==> config.mk <==
export PLATFORM = sky130hd
export DESIGN_NAME = regfile_clr
export DESIGN_NICKNAME = d
export VERILOG_FILES = /design/src/rtl/regfile_clr.sv
export SDC_FILE = /design/constraint.sdc
export NUM_CORES = 1
export LEC_CHECK = 0
export CAP_MARGIN = 20
export CORE_UTILIZATION = 40
export DETAILED_ROUTE_END_ITERATION = 16
export HOLD_SLACK_MARGIN = 0.05
export SLEW_MARGIN = 5
export SYNTH_ARGS = -nofsm -noshare
export SYNTH_HDL_FRONTEND = slang
export SYNTH_SLANG_ARGS = --single-unit
==> constraint.sdc <==
create_clock -name clk -period 2.91 [get_ports clk]
set_input_delay 0.582 -clock clk [delete_from_list [all_inputs] [get_ports clk]]
set_output_delay 0.582 -clock clk [all_outputs]
set_load 0.01 [all_outputs]
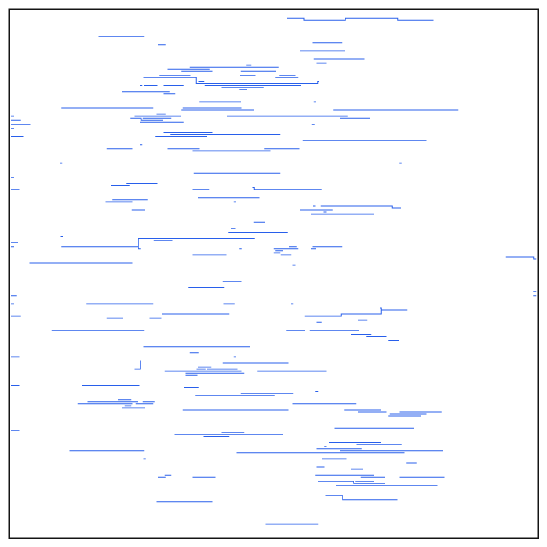
Fig. 1. Met3 routing.
Drawn at 3 px/um.
share of all routed wire = 6.2%
wire length on this layer = 2150 um
total number of vias: 7350
Detailed Route WL: 34900 um
met3 usage: 2.88%

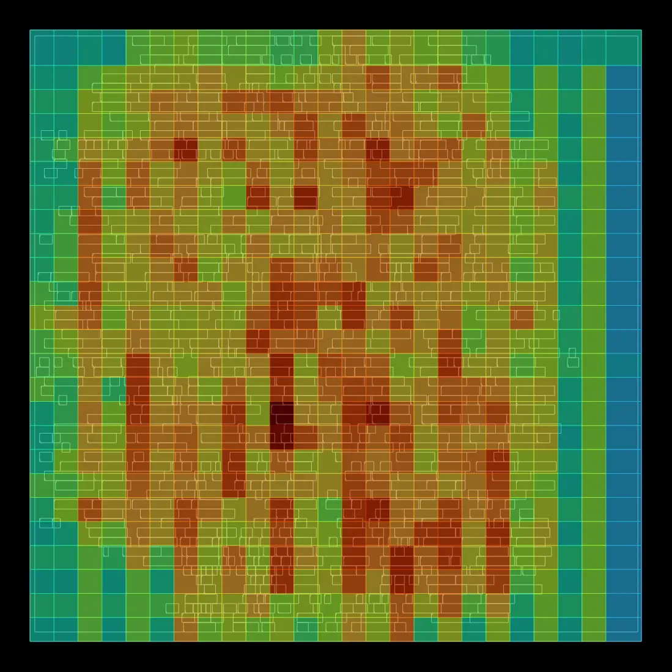
Fig. 2. Congestion heat map.
global-route track usage on met1: 32.6%
most heavily used metal layer in global routing: met2
met2 Usage GRT: 38.6%

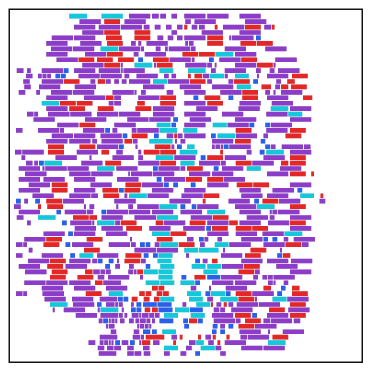
Fig. 3. Sizing map.
Drawn at 2 px/um.
cyan -> drive 6 and up  # cells 73, share 8.9%
red -> drive 2  # cells 166, share 20%
blue -> drive 3 to 4  # cells 90, share 11%
purple -> drive 1 or less  # cells 490, share 60%
fin worst setup slack: 0.0487 ns
count of non-CTS buffers in the layout: 188
final design area excluding fillers: 0.0153 mm^2

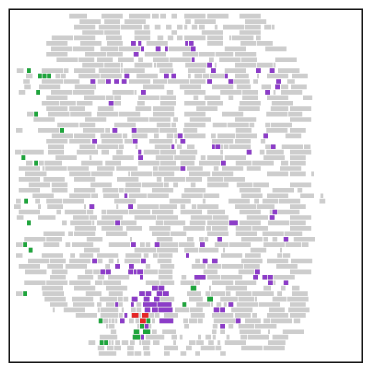
Fig. 4. Selected gate families.
Drawn at 2 px/um.
purple -> inverting AOI/OAI gates  # cells 103, most used a22oi_1
green -> AND and OR gates  # cells 25, most used and2_1
red -> AND-OR and OR-AND gates  # cells 3, most used o32a_1
most instantiated logic cell after routing: sky130_fd_sc_hd__edfxtp_1
combinational fraction of the cell area: 27.0%

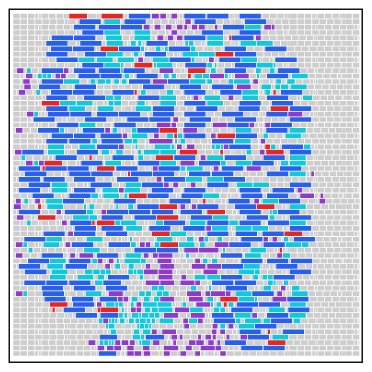
Fig. 5. Placement by cell class.
Drawn at 2 px/um. Fill, decap, tap and diode cells in grey.
blue -> flip-flops  # cells 262
purple -> other buffers and delay cells  # cells 188
red -> clock drivers and dummy loads  # cells 47
cyan -> all other logic  # cells 322
Final Util: 51.6%
register fraction of the total cell area: 51.1%

==> impl_metrics.py <==
# Physical implementation metrics
metrics = {
    "global_route": {
        "first_global_vias": 7824,
        "grt_max_degree": 18,
    },
    "yosys": {
        "synthesis.area_per_instance_um2": 19.2,
        "synthDominantCellAreaShare_pct": 63.6,
        "synthMostInstantiatedCell": "sky130_fd_sc_hd__edfxtp_1",
        "synth_flop_count": 262,
        "muxShareOfSynthArea_pct": 23.8,
        "synth.area.top_cells": "sky130_fd_sc_hd__edfxtp_1, sky130_fd_sc_hd__mux4_2, sky130_fd_sc_hd__a22oi_1",
    },
    "floorplanning": {
        "fp_util_pct": 40.7,
        "die_width_um": 176,
    },
    "critical_path": {
        "setup.reg_to_reg.worst_slack_ns": 0.30,
        "rr_worst_depth": 6,
        "timing.critical_path.arrival_ns": 2.28,
        "worst-endpoint-required_ns": 2.33,
        "cell_with_the_biggest_individual_delay_on_the_critical_path": "sky130_fd_sc_hd__or3_1",
        "worstPathCellList": "buf_4 > or3_1 > buf_12 > o211ai_1 > dlygate4sd2_1",
    },
    "power_and_ir_drop": {
        "pwr-share-comb_pct": 24.4,
        "powerComb_mw": 2.72,
        "switching_part_of_the_total_pct": 28.4,
        "power.density_mw_per_mm2": 725,
        "power_after_layout_mw": 11.1,
    },
    "routing": {
        "postRouteAntennaNets": 0,
        "drt_drc_violations_left": 0,
        "drt_pass1_iterations": 5,
    },
    "place": {
        "post_placement_setup_slack_ns": -0.306,
        "dp_cells": 1159,
    },
    "clocking": {
        "cts_tree": "done",
        "cts.clk_slew.worst_paths_ns": 0.06,
        "ctsRootBufferMaster": "sky130_fd_sc_hd__clkbuf_16",
        "cts_repair_resize_count": 63,
    },
    "timing": {
        "fin_crit_ns": 2.86,
        "period_used_pct": 98.3,
    },
    "layout": {
        "fin_nets": 833,
        "area_dominant_class": "registers",
        "most_instantiated_logic_cells_after_routing": "sky130_fd_sc_hd__edfxtp_1, sky130_fd_sc_hd__mux4_2, sky130_fd_sc_hd__buf_4",
        "largest_register_ffs": 256,
        "logic_area_mm2": 0.00414,
    },
    "run_status": {
        "run_status": "finished clean",
    },
    "job": {
        "maxCapViolations": 0,
    },
}
No activity file was given, so power comes from the tool's default toggle rates.
